==> images/layers.png <==
Drawn at 1 px/um.
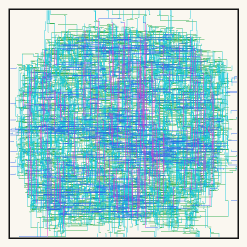
==> images/pinout.png <==
Drawn at 1.5 px/um. Pins as bars across the die edge, other pins in gray.
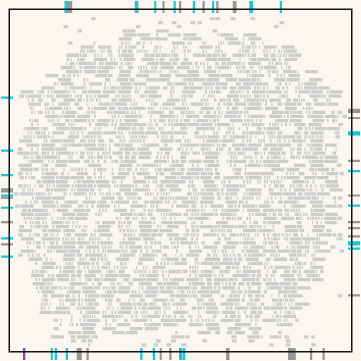
## src/rtl/topk_sort_scheduler_pkg.sv

```systemverilog
// Shared definitions for the top-K sort scheduler.
//   state_t      : LOAD / SORT / DRAIN controller states
//   fp32 offsets : sign bit, exponent field and fraction field positions
//   sort_cycles  : length of the SORT state for an N-entry batch
package topk_sort_scheduler_pkg;

    typedef enum logic [1:0] {
        LOAD  = 2'd0,
        SORT  = 2'd1,
        DRAIN = 2'd2
    } state_t;

    localparam int SIGN_BIT = 31;
    localparam int EXP_MSB  = 30;
    localparam int EXP_LSB  = 23;
    localparam int FRAC_MSB = 22;
    localparam int FRAC_LSB = 0;

    // Even phases issue n/2 pairs and odd phases issue n/2-1 pairs.
    // Each phase is followed by one bubble cycle.
    function automatic int sort_cycles(input int n);
        return (n / 2) * (n / 2 + 1) + (n / 2) * (n / 2);
    endfunction

endpackage

```

## src/rtl/cmp_xchg_fp32.sv

```systemverilog
// Registered compare-exchange unit for fp32 words, ordered by magnitude.
//   clk, rst        : clock, asynchronous active-high reset
//   in_valid, a, b  : pair to order; a comes from the lower buffer index
//   out_valid       : lo/hi carry the ordered result of the previous cycle
//   lo, hi          : words destined for the lower and the higher buffer index
// When DESCENDING=1, lo receives the larger magnitude. Equal magnitudes
// never swap, which keeps the surrounding transposition sort stable.
module cmp_xchg_fp32
    import topk_sort_scheduler_pkg::*;
#(
    parameter int DATA_WIDTH = 32,
    parameter bit DESCENDING = 1'b1
) (
    input  logic                  clk,
    input  logic                  rst,
    input  logic                  in_valid,
    input  logic [DATA_WIDTH-1:0] a,
    input  logic [DATA_WIDTH-1:0] b,
    output logic                  out_valid,
    output logic [DATA_WIDTH-1:0] lo,
    output logic [DATA_WIDTH-1:0] hi
);

    // The magnitude key is every bit below the sign: exponent above
    // fraction, so an unsigned compare checks exponent first.
    localparam int KEY_W = SIGN_BIT;

    logic [KEY_W-1:0]      key_a;
    logic [KEY_W-1:0]      key_b;
    logic                  swap;
    logic                  out_valid_reg;
    logic [DATA_WIDTH-1:0] lo_reg;
    logic [DATA_WIDTH-1:0] hi_reg;

    assign key_a = {a[EXP_MSB:EXP_LSB], a[FRAC_MSB:FRAC_LSB]};
    assign key_b = {b[EXP_MSB:EXP_LSB], b[FRAC_MSB:FRAC_LSB]};
    assign swap  = DESCENDING ? (key_b > key_a) : (key_a > key_b);

    always_ff @(posedge clk or posedge rst) begin
        if (rst) begin
            out_valid_reg <= 1'b0;
            lo_reg        <= '0;
            hi_reg        <= '0;
        end else begin
            out_valid_reg <= in_valid;
            if (in_valid) begin
                lo_reg <= swap ? b : a;
                hi_reg <= swap ? a : b;
            end
        end
    end

    assign out_valid = out_valid_reg;
    assign lo        = lo_reg;
    assign hi        = hi_reg;

endmodule

```

## src/rtl/topk_sort_scheduler.sv

```systemverilog
// Batch top-K sorter: loads N fp32 words, sorts them by magnitude with an
// odd-even transposition sort through one shared compare-exchange unit,
// then streams out the first K entries.
//   clk, rst                       : clock, asynchronous active-high reset
//   in_valid/in_ready/in_data      : load stream, accepted only in LOAD
//   out_valid/out_ready/out_data   : ranked results, presented only in DRAIN
//   out_last                       : marks the K-th result of the batch
//   busy                           : high while sorting or draining
module topk_sort_scheduler
    import topk_sort_scheduler_pkg::*;
#(
    parameter int DATA_WIDTH = 32,
    parameter int N          = 8,
    parameter int K          = 4,
    parameter int DESCENDING = 1
) (
    input  logic                  clk,
    input  logic                  rst,
    input  logic                  in_valid,
    output logic                  in_ready,
    input  logic [DATA_WIDTH-1:0] in_data,
    output logic                  out_valid,
    input  logic                  out_ready,
    output logic [DATA_WIDTH-1:0] out_data,
    output logic                  out_last,
    output logic                  busy
);

    localparam int IDX_W  = $clog2(N);
    localparam int PAIR_W = $clog2(N / 2 + 1);

    localparam logic [IDX_W-1:0]  LAST_ENTRY = IDX_W'(N - 1);
    localparam logic [IDX_W-1:0]  LAST_OUT   = IDX_W'(K - 1);
    localparam logic [PAIR_W-1:0] EVEN_PAIRS = PAIR_W'(N / 2);
    localparam logic [PAIR_W-1:0] ODD_PAIRS  = PAIR_W'(N / 2 - 1);

    state_t                      state_reg;
    logic [IDX_W-1:0]            load_cnt_reg;
    logic [IDX_W-1:0]            pass_reg;
    logic [PAIR_W-1:0]           pair_reg;
    logic [IDX_W-1:0]            out_idx_reg;
    logic [IDX_W-1:0]            wb_idx_reg;
    logic                        in_ready_reg;
    logic                        out_valid_reg;
    logic                        out_last_reg;

    logic [N-1:0][DATA_WIDTH-1:0] buf_words;

    logic                        phase_odd;
    logic [PAIR_W-1:0]           phase_pairs;
    logic                        issue;
    logic [IDX_W-1:0]            issue_idx;
    logic [IDX_W-1:0]            issue_idx_hi;
    logic [IDX_W-1:0]            wb_idx_hi;
    logic                        load_fire;
    logic                        drain_fire;

    logic                        cx_valid;
    logic [DATA_WIDTH-1:0]       cx_lo;
    logic [DATA_WIDTH-1:0]       cx_hi;

    // Pair k of a phase starts at index 2k (even phase) or 2k+1 (odd phase).
    // Once pair_reg reaches phase_pairs the cycle is the bubble that lets the
    // last write-back of the phase land before the next phase reads.
    assign phase_odd    = pass_reg[0];
    assign phase_pairs  = phase_odd ? ODD_PAIRS : EVEN_PAIRS;
    assign issue        = (state_reg == SORT) && (pair_reg < phase_pairs);
    assign issue_idx    = IDX_W'({pair_reg, phase_odd});
    assign issue_idx_hi = issue_idx + IDX_W'(1);
    assign wb_idx_hi    = wb_idx_reg + IDX_W'(1);

    assign load_fire  = (state_reg == LOAD) && in_valid && in_ready_reg;
    assign drain_fire = (state_reg == DRAIN) && out_ready;

    cmp_xchg_fp32 #(
        .DATA_WIDTH (DATA_WIDTH),
        .DESCENDING (DESCENDING != 0)
    ) u_cmp_xchg (
        .clk       (clk),
        .rst       (rst),
        .in_valid  (issue),
        .a         (buf_words[issue_idx]),
        .b         (buf_words[issue_idx_hi]),
        .out_valid (cx_valid),
        .lo        (cx_lo),
        .hi        (cx_hi)
    );

    // One register per buffer entry: written by the load stream in LOAD,
    // or by the compare-exchange result when its pair covers this entry.
    for (genvar gi = 0; gi < N; gi++) begin : g_buf
        logic [DATA_WIDTH-1:0] entry_reg;

        always_ff @(posedge clk or posedge rst) begin
            if (rst) begin
                entry_reg <= '0;
            end else if (load_fire && (load_cnt_reg == IDX_W'(gi))) begin
                entry_reg <= in_data;
            end else if (cx_valid && (wb_idx_reg == IDX_W'(gi))) begin
                entry_reg <= cx_lo;
            end else if (cx_valid && (wb_idx_hi == IDX_W'(gi))) begin
                entry_reg <= cx_hi;
            end
        end

        assign buf_words[gi] = entry_reg;
    end

    always_ff @(posedge clk or posedge rst) begin
        if (rst) begin
            state_reg     <= LOAD;
            load_cnt_reg  <= '0;
            pass_reg      <= '0;
            pair_reg      <= '0;
            out_idx_reg   <= '0;
            wb_idx_reg    <= '0;
            in_ready_reg  <= 1'b0;
            out_valid_reg <= 1'b0;
            out_last_reg  <= 1'b0;
        end else begin
            case (state_reg)
                LOAD: begin
                    in_ready_reg <= 1'b1;
                    if (load_fire) begin
                        if (load_cnt_reg == LAST_ENTRY) begin
                            load_cnt_reg <= '0;
                            in_ready_reg <= 1'b0;
                            state_reg    <= SORT;
                        end else begin
                            load_cnt_reg <= load_cnt_reg + IDX_W'(1);
                        end
                    end
                end

                SORT: begin
                    if (issue) begin
                        wb_idx_reg <= issue_idx;
                    end
                    if (pair_reg == phase_pairs) begin
                        pair_reg <= '0;
                        if (pass_reg == LAST_ENTRY) begin
                            // The final write-back lands on this same edge.
                            pass_reg      <= '0;
                            out_idx_reg   <= '0;
                            out_valid_reg <= 1'b1;
                            out_last_reg  <= (K == 1);
                            state_reg     <= DRAIN;
                        end else begin
                            pass_reg <= pass_reg + IDX_W'(1);
                        end
                    end else begin
                        pair_reg <= pair_reg + PAIR_W'(1);
                    end
                end

                DRAIN: begin
                    if (drain_fire) begin
                        if (out_idx_reg == LAST_OUT) begin
                            out_idx_reg   <= '0;
                            out_valid_reg <= 1'b0;
                            out_last_reg  <= 1'b0;
                            in_ready_reg  <= 1'b1;
                            state_reg     <= LOAD;
                        end else begin
                            out_idx_reg  <= out_idx_reg + IDX_W'(1);
                            out_last_reg <= ((out_idx_reg + IDX_W'(1)) == LAST_OUT);
                        end
                    end
                end

                default: begin
                    state_reg <= LOAD;
                end
            endcase
        end
    end

    assign in_ready  = in_ready_reg;
    assign out_valid = out_valid_reg;
    assign out_last  = out_last_reg;
    assign out_data  = out_valid_reg ? buf_words[out_idx_reg] : '0;
    assign busy      = (state_reg != LOAD);

endmodule

```

## config.mk

```make
export PLATFORM = sky130hd
export DESIGN_NAME = topk_sort_scheduler
export DESIGN_NICKNAME = d
export VERILOG_FILES = /design/src/rtl/topk_sort_scheduler_pkg.sv /design/src/rtl/cmp_xchg_fp32.sv /design/src/rtl/topk_sort_scheduler.sv
export SDC_FILE = /design/constraint.sdc
export NUM_CORES = 1
export LEC_CHECK = 0
export ABC_AREA = 0
export CORE_MARGIN = 2
export CORE_UTILIZATION = 51
export DETAILED_ROUTE_END_ITERATION = 10
export GPL_ROUTABILITY_DRIVEN = 0
export PLACE_DENSITY = 0.71
export SLEW_MARGIN = 10
export SYNTH_ARGS = -nofsm -noshare
export SYNTH_HDL_FRONTEND = slang
export SYNTH_SLANG_ARGS = --single-unit
```

## constraint.sdc

```tcl
create_clock -name clk -period 9.51 [get_ports clk]
set_input_delay 0.951 -clock clk [delete_from_list [all_inputs] [get_ports clk]]
set_output_delay 0.951 -clock clk [all_outputs]
set_load 0.01 [all_outputs]
```

==> results_slide.txt <==
Key Metrics from the Run

Setup path
  • Reg2reg end: u_cmp_xchg.lo[22]
  • Cell Chain, Critical Path: inv_1, ha_4, buf_4, mux4_2, mux2_2, ha_1, nand4_1, or4_4, or3b_1, o21ai_4, buf_4, nand3_1, nand3_1
  • Crit path max fanout: 46
  • Worst Setup EP: u_cmp_xchg.lo[22]
  • Crit. Startpoint: pair_reg[0]
  • Worst Path Required: 10.02 ns
  • Levels on crit path: 13
  • Reg2Reg Depth: 13

Synth
  • Post-Synthesis Cells: just under 3000
  • Dominant comb cell: multiplexers
  • Top cells by count, synth: 668 x nand2_1, 470 x o21ai_0, 341 x dfrtp_1
  • XORs/XNORs by Area: 0.0344%
  • Synth cell types: about 45
  • Post-synth seq share: 33.5%
  • Number of synthesized flops with an enable pin: 0
  • Mux area share: 27.3%
  • Biggest area cells: dfrtp_1 34%, mux4_2 17%, nand2_1 9.9%
  • Cell total in the yosys stat output: 2890
  • Adder share: about 2.5%
  • Synth area leader: dfrtp_1
  • Post-synth top flop: dfrtp_1
  • Area leader share: 33.5%
  • Floorplan net count: 2976
  • Basic Gates by Area: 16.3%
  • Flops after synth: 341

Timing
  • Fmax: 154 MHz
  • Min Clock Period, post-route: about 6.5 ns
  • Clk_skew: 0.0280 ns
  • WHS: 0.497 ns
  • Worst slew pin tran: 1.37 ns
  • Max-slew headroom: 8.55%
  • Final Hold Viols: 0
  • Final clock period utilization by the worst path: 68.3%
  • Setup Viol. Count Final: 0

Cells and area
  • Non-clk invs: 18
  • CLK BUF: 59
  • Multi-input gates: 2214
  • Flop share of the area: 30.9%
  • Fillcell total: approximately 4300
  • Layout overhead on the synthesized area: 8.81%
  • Commonest Layout Cell: nand2_1
  • Fin util: 56.4%
  • Final-layout clock-cell area share: 5.16%
  • ANT cells: 0
  • Ratio of cells with drive above 1 in the final layout: 13.8%
  • Most common logic cells in the final layout: 664 x nand2_1, 469 x o21ai_0, 334 x dfrtp_1
  • Top cell category: logic gates
  • Logic area: 15700 um2
  • Number of flip-flops under the largest register name: 256
  • Signal buffers: roughly 120
  • Final Instance Area: 27700 um2

Clock tree
  • CTS tree: yes
  • Post-cts resize count: 0
  • Reg clk slew, reported paths: 0.06 ns
  • CTS H-tree lvls: 2
  • Post-CTS Setup Inserts: 0

Global routing
  • Met3 Track Usage GR: 7.89%
  • First-pass GRT wire length: 135000 um
  • Total congestion overflow: 0
  • Met1 Track Usage GR: 44.2%
  • GRT Max-Usage Layer: met2
  • Antenna violations before repair: 0
  • Via count of the first global-routing pass: 23245
  • GR Layer Usage met2: a little over half

Placement
  • Dpl hpwl: roughly 50000 um
  • Placed Instance Area: 26300 um2
  • Pre-CTS setup slack: 3.15 ns

Pwr
  • Clock power share: around 15%
  • Combinational power: 6.73 mW
  • Clk. pwr: 1.71 mW
  • Net Sw Power: 5.55 mW
  • Flop pwr share: 25.5%
  • Max VDD drop: 0.389 mV
  • Main power-consuming group: combinational cells
  • Leak: 11.9 nW
  • Power, Total: 11.3 mW
  • Switching Fraction: just under 50%

Outcome
  • Status: completed

Floorplanning
  • Die width: 227 um
  • # Taps: 664
  • Die Ht: 227 um
  • FP Rows: 81

Job
  • OpenROAD warnings: approximately 40
  • Max cap viols: 0

Detailed routing
  • 1st-pass router iterations: 6
  • Initial DRC Count: 2559
Back to the opening pictures, layers.png:
| layer | color | wire length |
|---|---|---|
| M4 | magenta | 5460 um |
| M3 | blue | 10100 um |
| M2 | cyan | 39.2 mm |
| M1 | green | 32.0 mm |
DR WL/cell: 25.3 um
Total Wirelength: 86700 um

Back to the opening pictures, pinout.png:
| port | color | pins | direction | edge |
|---|---|---|---|---|
| in_data | cyan | 32 | input | 10 north, 8 south, 7 west, 7 east |
| clk | purple | 1 | input | south |
all pins by edge: 24 south, 20 north, 16 east, 12 west

Power figures rest on the tool's default switching activity, not on a simulated workload.
